### src/rtl/alu_pkg.sv
// Shared ALU types and defaults: FSM state encoding, operand widths and shift modes.
package alu_pkg;

  typedef enum logic [1:0] {
    S_IDLE  = 2'd0,
    S_SHIFT = 2'd1,
    S_DONE  = 2'd2
  } state_e;

  localparam int WIDTH_DEF = 16;
  localparam int AMT_W_DEF = 4;

  localparam logic SH_LOGICAL = 1'b0;
  localparam logic SH_ARITH   = 1'b1;

endpackage

### src/rtl/right_shift_step.sv
// One combinational right-shift step: either a single bit or BIG_STEP bits, with
// the vacated top positions filled from fill_i and the last bit shifted out reported.
module right_shift_step #(
  parameter int WIDTH    = 16,
  parameter int BIG_STEP = 4
) (
  input  logic [WIDTH-1:0] value_i,
  input  logic             fill_i,
  input  logic             big_i,
  output logic [WIDTH-1:0] value_o,
  output logic             carry_o
);

  always_comb begin
    if (big_i) begin
      value_o = {{BIG_STEP{fill_i}}, value_i[WIDTH-1:BIG_STEP]};
      carry_o = value_i[BIG_STEP-1];
    end else begin
      value_o = {fill_i, value_i[WIDTH-1:1]};
      carry_o = value_i[0];
    end
  end

endmodule

### src/rtl/right_shift_unit.sv
// Iterative logical/arithmetic right shifter with valid/ready handshakes; retires
// BIG_STEP bits per cycle while enough distance remains, then single bits.
module right_shift_unit
  import alu_pkg::*;
#(
  parameter int WIDTH    = WIDTH_DEF,
  parameter int AMT_W    = AMT_W_DEF,
  parameter int BIG_STEP = 4
) (
  input  logic             clk,
  input  logic             reset,
  input  logic             in_valid,
  output logic             in_ready,
  input  logic [WIDTH-1:0] x,
  input  logic [AMT_W-1:0] shift_amount,
  input  logic             arith,
  output logic             out_valid,
  input  logic             out_ready,
  output logic [WIDTH-1:0] res,
  output logic             carry,
  output logic             zero
);

  state_e           state_q, state_d;
  logic [WIDTH-1:0] work_q, work_d;
  logic [AMT_W-1:0] rem_q, rem_d;
  logic             mode_q, mode_d;
  logic             carry_q, carry_d;
  logic             zero_q, zero_d;

  logic             big_step;
  logic             fill_bit;
  logic [WIDTH-1:0] step_value;
  logic             step_carry;

  // The MSB of the working register still holds the sign after every step.
  assign big_step = (rem_q >= AMT_W'(BIG_STEP));
  assign fill_bit = (mode_q == SH_ARITH) ? work_q[WIDTH-1] : 1'b0;

  right_shift_step #(
    .WIDTH    (WIDTH),
    .BIG_STEP (BIG_STEP)
  ) u_step (
    .value_i (work_q),
    .fill_i  (fill_bit),
    .big_i   (big_step),
    .value_o (step_value),
    .carry_o (step_carry)
  );

  always_ff @(posedge clk) begin
    if (reset) begin
      state_q <= S_IDLE;
      work_q  <= '0;
      rem_q   <= '0;
      mode_q  <= SH_LOGICAL;
      carry_q <= 1'b0;
      zero_q  <= 1'b0;
    end else begin
      state_q <= state_d;
      work_q  <= work_d;
      rem_q   <= rem_d;
      mode_q  <= mode_d;
      carry_q <= carry_d;
      zero_q  <= zero_d;
    end
  end

  always_comb begin
    state_d = state_q;
    work_d  = work_q;
    rem_d   = rem_q;
    mode_d  = mode_q;
    carry_d = carry_q;
    zero_d  = zero_q;
    unique case (state_q)
      S_IDLE: begin
        if (in_valid) begin
          work_d  = x;
          rem_d   = shift_amount;
          mode_d  = arith;
          carry_d = 1'b0;
          zero_d  = (x == '0);
          state_d = (shift_amount == '0) ? S_DONE : S_SHIFT;
        end
      end
      S_SHIFT: begin
        work_d  = step_value;
        carry_d = step_carry;
        zero_d  = (step_value == '0);
        rem_d   = big_step ? (rem_q - AMT_W'(BIG_STEP)) : (rem_q - AMT_W'(1));
        if (rem_d == '0) begin
          state_d = S_DONE;
        end
      end
      S_DONE: begin
        if (out_ready) begin
          state_d = S_IDLE;
        end
      end
      default: state_d = S_IDLE;
    endcase
  end

  assign in_ready  = (state_q == S_IDLE);
  assign out_valid = (state_q == S_DONE);
  assign res       = work_q;
  assign carry     = carry_q;
  assign zero      = zero_q;

endmodule
### config.mk
export PLATFORM = sky130hd
export DESIGN_NAME = right_shift_unit
export DESIGN_NICKNAME = d
export VERILOG_FILES = /design/src/rtl/alu_pkg.sv /design/src/rtl/right_shift_step.sv /design/src/rtl/right_shift_unit.sv
export SDC_FILE = /design/constraint.sdc
export NUM_CORES = 1
export LEC_CHECK = 0
export CAP_MARGIN = 20
export CORE_MARGIN = 4
export CORE_UTILIZATION = 50
export DETAILED_ROUTE_END_ITERATION = 8
export PLACE_DENSITY = 0.84
export SLEW_MARGIN = 0
export SYNTH_ARGS = -nofsm -noshare
export SYNTH_HDL_FRONTEND = slang
export SYNTH_SLANG_ARGS = --single-unit
### constraint.sdc
create_clock -name clk -period 4.3 [get_ports clk]
set_clock_uncertainty 0.2 [all_clocks]
set_input_delay 0.86 -clock clk [delete_from_list [all_inputs] [get_ports clk]]
set_output_delay 0.86 -clock clk [all_outputs]
set_load 0.005 [all_outputs]
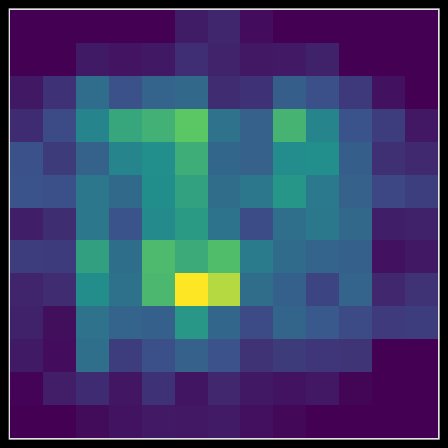
Run 1: wiring heat map
The die is cut into 13 by 13 equal tiles; dark purple is low, yellow is high, scaled to the fullest tile. Values are wire area over tile area, all layers added.
17% of the tiles are nearly empty. 9.5% of the tiles are over half the peak. The fullest tile reaches 0.81. The densest ninth of the die: centre.

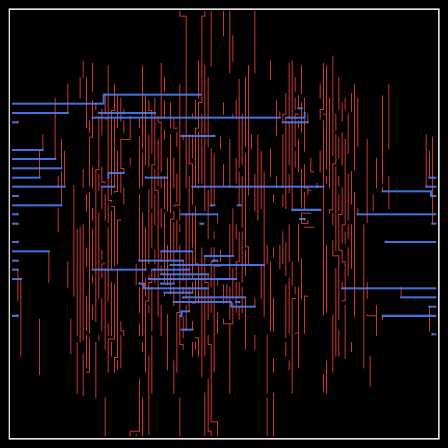
Run 1: wiring by layer
Two of the layers only.
Red shows met2, wire length 2220 um. Blue shows met3, wire length 335 um.

==> run summary, run 1 <==
Flow results are below.

- The run finished with clean final reports.
- STA shows the worst reg2reg path with a cell count of 7.
- The chip occupies 0.00399 mm^2.
- Per the timing report, the achievable frequency comes out to roughly 0.37 GHz.
- The placed standard-cell area is 0.00195 mm^2, for reference.
- The worst path meets setup with 1.59 ns of slack.
- The data arrival time of the critical path is 2.71 ns, for reference.
- In this design, the stage delay of the slowest critical-path cell is 0.71 ns.
- Looking at the worst setup and hold paths, the clock pins of their registers show a slew of 0.14 ns.
- The minimum setup slack after placement is 1.28 ns, for reference.
- The largest area contributor in the netlist is sky130_fd_sc_hd__dfxtp_1, for reference.
- OpenROAD reports that the post-layout worst path occupies 63.0% of the period.
- In this run the VDD rail shows a maximum IR drop of 204 uV.
- The row count is 19, for reference.
- The critical register-to-register path endpoint is zero, for reference.
- After synthesis, the share of flip-flops with an asynchronous set or reset is 0%.
- After its last routability iteration, the placer logged a weighted congestion of 0.891.
- The number of synthesized register bits is 25, for reference.
- The first-pass GRT wire length is between 7000 and 8000 um, for reference.
- The transition time recorded at the tightest slew-check pin is slightly above 1 ns.
- Per the summary, power density relative to cell area is 315 mW/mm^2.
- Counting distinct cell types in the post-synthesis netlist gives roughly 42.
- The global routing usage summed across all routing layers is 23.0%, for reference.
- For reference, the critical path cell chain is clkdlybuf4s50_1 -> o21bai_1 -> buf_4 -> a211oi_1 -> a21oi_1 -> nor2_1.
- The finished design was reported to have a net count of 252.
- The final timing report lists a hold violation count of 0.
- Warnings reported by Yosys during synthesis add up to 0.
- TritonCTS built the clock tree.
- The quantity of I/O buffers inserted on ports is 44, for reference.
- Looking at the power breakdown, sequential logic takes 45.5% of the total.
- The pre-antenna-repair detailed-routing pass consisted of 4 iterations.
- The data required time at the worst endpoint is 4.30 ns, for reference.
- Using the TritonRoute via totals, the vias-per-cell ratio works out to approximately 6.5.
- The layout stage reports a final design area of 0.00198 mm^2.
- The post-synth count of flops with an enable pin is 0.
- The number of buffers added by the clock tree synthesis step is 3, for reference.
- The area of the multi-input gates is 930 um^2, for reference.
- The share of the core area taken by cells at floorplan is a little over half.
- The summed instance area of the synthesized netlist is 0.00152 mm^2, for reference.
- The analysis attributes to cell leakage a power of 0.000709 uW.
- Sequential elements use 32.9% of the synthesized area.
- The maximum fanout along the worst path is 12, for reference.
- In the final timing run, aggregate negative setup slack is 0 ns.
- The power dissipated by switching net loads is around 210 uW, for reference.
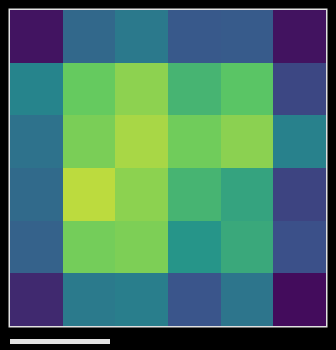
Run 1: cell area per tile
The bar under the picture is 20 um long. The die is cut into 6 by 6 equal tiles; dark purple is low, yellow is high, 0 to 100% covered.
28% of the tiles are over 75% full. The fullest tile reaches 90%. The mean over all tiles is 49%.

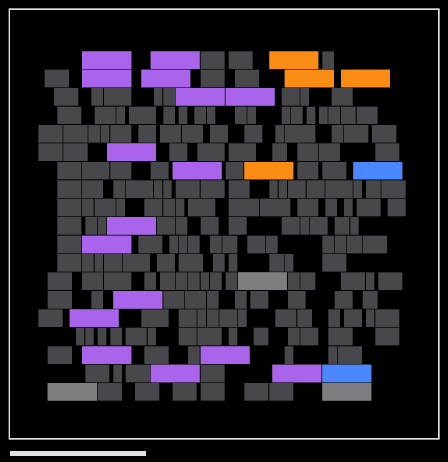
Run 1: sequential cells coloured by netlist name
The bar under the picture is 20 um long. Other sequential cells in the stronger grey, the rest of the logic in the fainter grey.
Purple shows res, sequential cells 16. Blue shows state_q, sequential cells 2. Orange shows rem_q, sequential cells 4.
Another 3 sequential cells are not coloured.

run 1: power groups by stage:
stage          logic, uW  registers (uW)  clock network [uW]
5_1_grt              251             288                 122
6_report             230             284                 111
2_1_floorplan        143             279                   0
3_3_place_gp         219             287                   0
4_1_cts              227             283                 109
3_5_place_dp         225             287                   0
run 1: flip-flops by register name, indices dropped and copies added (netlist names):
register	cells
state_q	2
mode_q	1
carry	1
zero	1
res	16
rem_q	4
run 1: worst max-delay path: cells and delay by family:
family	cells	cell delay, ns
buf+inv	2	0.83
compound gates	3	0.95
simple gates	1	0.06
run 1: per-stage QoR:
step,hold WS [ns],power (uW),instances
floorplan,0.265,422,190
global placement,0.266,506,251
detailed placement,0.267,513,251
CTS,0.287,619,255
global route,0.328,660,255
finish,0.293,624,255
run 1: cell usage after synthesis (4+ instances only):
cell	n
sky130_fd_sc_hd__nor2_1	15
sky130_fd_sc_hd__nand3_1	4
sky130_fd_sc_hd__mux2i_1	4
sky130_fd_sc_hd__o221ai_1	12
sky130_fd_sc_hd__clkbuf_1	12
sky130_fd_sc_hd__nor2b_1	5
sky130_fd_sc_hd__a21oi_1	23
sky130_fd_sc_hd__inv_1	6
sky130_fd_sc_hd__dfxtp_1	25
sky130_fd_sc_hd__nor3_1	6
sky130_fd_sc_hd__mux2_2	9
sky130_fd_sc_hd__or4_1	5
sky130_fd_sc_hd__nand2_1	18
run 1: worst max-delay path by stage:
| stage | endpoint | depth (start not counted) | slack (ns) | from |
|---|---|---|---|---|
| 6_report | res[14] | 6 | 1.59 | in_valid |
| 5_1_grt | res[14] | 6 | 1.36 | in_valid |
| 4_1_cts | out_valid | 2 | 1.60 | state_q[1] |
| 3_5_place_dp | res[14] | 6 | 1.28 | in_valid |
| 3_3_place_gp | res[6] | 6 | 1.38 | in_valid |
| 2_1_floorplan | res[4] | 5 | 2.31 | in_valid |
run 1: cell type report:
| class | instances | share of cell area (%) |
|---|---|---|
| clock buffer | 4 | 1.33 |
| inverter | 6 | 1.14 |
| multi-input combinational | 142 | 46.9 |
| sequential | 25 | 25.3 |
| timing repair buffer | 47 | 23.4 |
| tap | 31 | 1.96 |
run 1: logic make-up (layout without fill, tap and decap cells):
group | count (synthesis) | after routing | share of synthesized area, %
AND/OR/NAND/NOR | 65 | 65 | 21.8
AND-OR/OR-AND | 58 | 58 | 25.9
flip-flops | 25 | 25 | 32.9
buffers and inverters | 23 | 57 | 5.93
multiplexers | 14 | 14 | 10.0
XOR/XNOR | 3 | 3 | 1.73
adder cells (fa/ha/maj) | 2 | 2 | 1.65
run 1: layer usage:
layer	GRT usage [%]	part of all wire, %
met1	29.0	40
met2	38.1	50
met3	4.62	7.5
met4	9.37	2.0
met5	0	0
==> run 2, diff against run 1 <==
--- a/config.mk
+++ b/config.mk
@@ -7,9 +7,9 @@
 export LEC_CHECK = 0
 export CAP_MARGIN = 20
 export CORE_MARGIN = 4
-export CORE_UTILIZATION = 50
+export CORE_UTILIZATION = 47
 export DETAILED_ROUTE_END_ITERATION = 8
-export PLACE_DENSITY = 0.84
+export PLACE_DENSITY = 0.8
 export SLEW_MARGIN = 0
 export SYNTH_ARGS = -nofsm -noshare
 export SYNTH_HDL_FRONTEND = slang
==> constraint.sdc (replaced) <==
create_clock -name clk -period 2.7 [get_ports clk]
set_clock_uncertainty 0.2 [all_clocks]
set_input_delay 0.54 -clock clk [delete_from_list [all_inputs] [get_ports clk]]
set_output_delay 0.54 -clock clk [all_outputs]
set_load 0.005 [all_outputs]
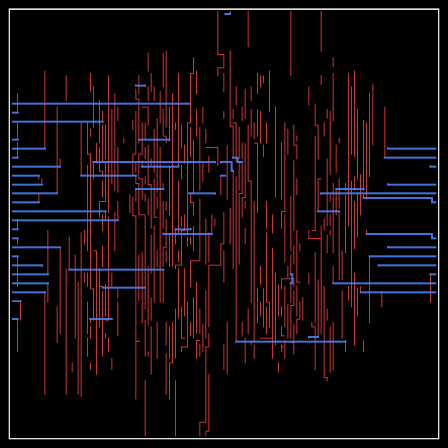
Run 2: wiring by layer
Two of the layers only.
Red shows met2, wire length 2010 um. Blue shows met3, wire length 364 um.

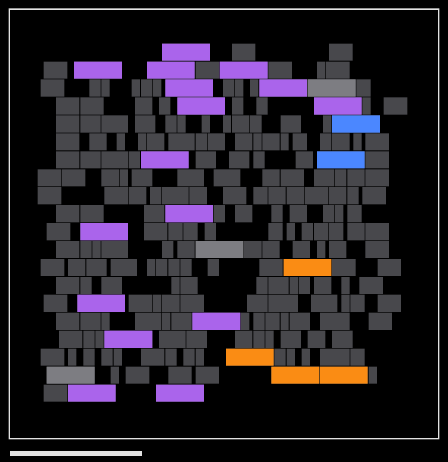
Run 2: sequential cells coloured by netlist name
The bar under the picture is 20 um long. Other sequential cells in the stronger grey, the rest of the logic in the fainter grey.
Orange shows rem_q, sequential cells 4. Blue shows state_q, sequential cells 2. Purple shows res, sequential cells 16.
Another 3 sequential cells are not coloured.

==> run 2 against run 1 <==
  * Worst hold slack gained 0.0042 ns
  * Sequential power up about 60%
  * Routed wire length decreased by 1.9%
  * Via count fell by 4.5%
  * First-iteration DRC count decreased by 37%
  * Clock power up about 50%
  * Flip-flop count unchanged
  * Area after synthesis unchanged
  * Global-route usage is 1.4 points lower
  * Final area rose by 2.3%
  * Largest cell class unchanged
  * Power is 58% higher
  * Combinational power grew about 60%
==> run summary, run 2 <==
Flow results are below.

- The post-route standard cell area excluding fillers is 0.00203 mm^2 (was 0.00198 mm^2), for reference.
- The overall die area is 0.00421 mm^2 (was 0.00399 mm^2), for reference.
- The post-layout worst setup margin is 0.317 ns (was 1.59 ns), for reference.
- The flip-flop count of the largest register, all copies and words added came to 16 (unchanged).
- The hold violation total from the final report is 0 (unchanged), for reference.
- The number of placed instances, taps included is 268 (was 251), for reference.
- The static power due to leakage is 0.000728 uW (was 0.000709 uW), for reference.
- The floorplan-stage core utilization was 49.4% (was 53.7%).
- The number of buffers and inverters on the critical path was 1 (was 2).
- The fraction of registers with async set/reset is 0% (unchanged), for reference.
- The largest voltage drop on the vdd net is 241 uV (was 204 uV), for reference.
- Status: complete, no violations (unchanged).
- The distinct cell type count after synthesis is 42 (unchanged).
- The initial antenna violation count is 0 (unchanged), for reference.
- Top cells by count: sky130_fd_sc_hd__dfxtp_1 (25), sky130_fd_sc_hd__a21oi_1 (23), sky130_fd_sc_hd__nand2_1 (18), sky130_fd_sc_hd__nor2_1 (15) (unchanged).
- The actual transition at the worst max-transition pin is 0.637 ns (was 1.01 ns), for reference.
- The minimum setup slack after placement is 0.553 ns (was 1.28 ns), for reference.
- The final setup TNS is 0 ns (unchanged), for reference.
- The peak clock frequency supported by timing is between 0.4 and 0.5 GHz, for reference.
- The post-layout instance count excluding filler cells came to 272 (was 255).
- The clock tree from TritonCTS was built (unchanged).
- The number of synthesized register bits is 25 (unchanged).
- The routability congestion estimate is 0.875 (was 0.891), for reference.
- The vias per cell was 5.78 (was 6.45).
- The power per cell area is 487 mW/mm^2 (was 315 mW/mm^2), for reference.
- The critical path capture point type is an output pin (was flip-flop), for reference.
- The sequential area share after synthesis came to 32.9% (unchanged).
- The longest individual stage delay on the worst path is 0.57 ns (was 0.71 ns), for reference.
- The maximum fanout along the worst path was 13 (was 12).
- The global routing usage summed across all routing layers is 21.7% (was 23.0%).
- The area of the multi-input gates is 930 um^2 (unchanged), for reference.
- The clock edge transition at the registers on the reported setup and hold paths was 0.14 ns (about the same).
- The placed standard-cell area is 0.00200 mm^2 (was 0.00195 mm^2).
- The first-pass GRT wire length came to 7360 um (was 7530 um).
- The number of buffers added by the clock tree synthesis step is 3 (unchanged), for reference.
- The share of the clock period used by the worst path is 88.2%, for reference.
- The quantity of I/O buffers inserted on ports is 44 (unchanged), for reference.
- The post-synth tally of flip-flops with integrated enable is 0 (unchanged), for reference.
- The summed instance area of the synthesized netlist was 0.00152 mm^2 (unchanged).
- The largest area contributor in the netlist was sky130_fd_sc_hd__dfxtp_1 (unchanged).
- The data arrival time of the critical path was 1.64 ns (was 2.71 ns).
## run 2: cell counts after synthesis
Identical to the previous run, type by type.
## run 2: metal layers
metal	up-vias	wire, um	part of all wire [%]	global-route usage (%)
met4	0	38	0.87	6.33
met1	715	1950	45	28.9
li1	777	-	-	-
met3	4	363	8.3	5.20
met5	-	0	0	0
met2	76	2010	46	34.5
## run 2: final timing paths
| path | start | to | slack, ns | cells past startpoint |
|---|---|---|---|---|
| setup / recovery | state_q[1] | out_valid | 0.32 | 2 |
| hold / removal | res[2] | res[2] | 0.30 | 2 |
| setup reg to reg | rem_q[2] | state_q[1] | 0.61 | 6 |
| hold reg to reg | res[2] | res[2] | 0.30 | 2 |
## run 2: metrics by stage
stage,power [uW],hold WS (ns)
final,987,0.298
after floorplan,673,0.265
after global routing,1060,0.315
after global placement,817,0.263
after CTS,993,0.293
after detailed placement,825,0.272
## run 2: cells by family (layout without fill, tap and decap cells)
group                    count (synthesis)  in the layout  synth area share [%]
multiplexers                            14             14                  10.0
adder cells (fa/ha/maj)                  2              2                  1.65
AND/OR/NAND/NOR                         65             65                  21.8
AND-OR/OR-AND                           58             58                  25.9
buffers and inverters                   23             61                  5.93
flip-flops                              25             25                  32.9
XOR/XNOR                                 3              3                  1.73
## run 2: power breakdown
group          total [uW]  switching (uW)  internal [uW]  leakage (uW)
clock network         167             109           57.7     0.0000150
registers             453            48.8            405      0.000206
logic                 367             168            198      0.000506
total                 987             327            660      0.000728
## run 2: cell type report
class | count | share of cell area, %
Sequential cell | 25 | 24.7
Clock buffer | 4 | 1.30
Tap cell | 44 | 2.72
Timing Repair Buffer | 51 | 24.3
Inverter | 6 | 1.11
Multi-Input combinational cell | 142 | 45.9
## run 2: tightest hold or removal path: stages (launching register included)
cell and delay, ns:
sky130_fd_sc_hd__dfxtp_1 0.36, sky130_fd_sc_hd__nand2_1 0.06, sky130_fd_sc_hd__a21oi_1 0.05
Power figures rest on the tool's default switching activity, not on a simulated workload.
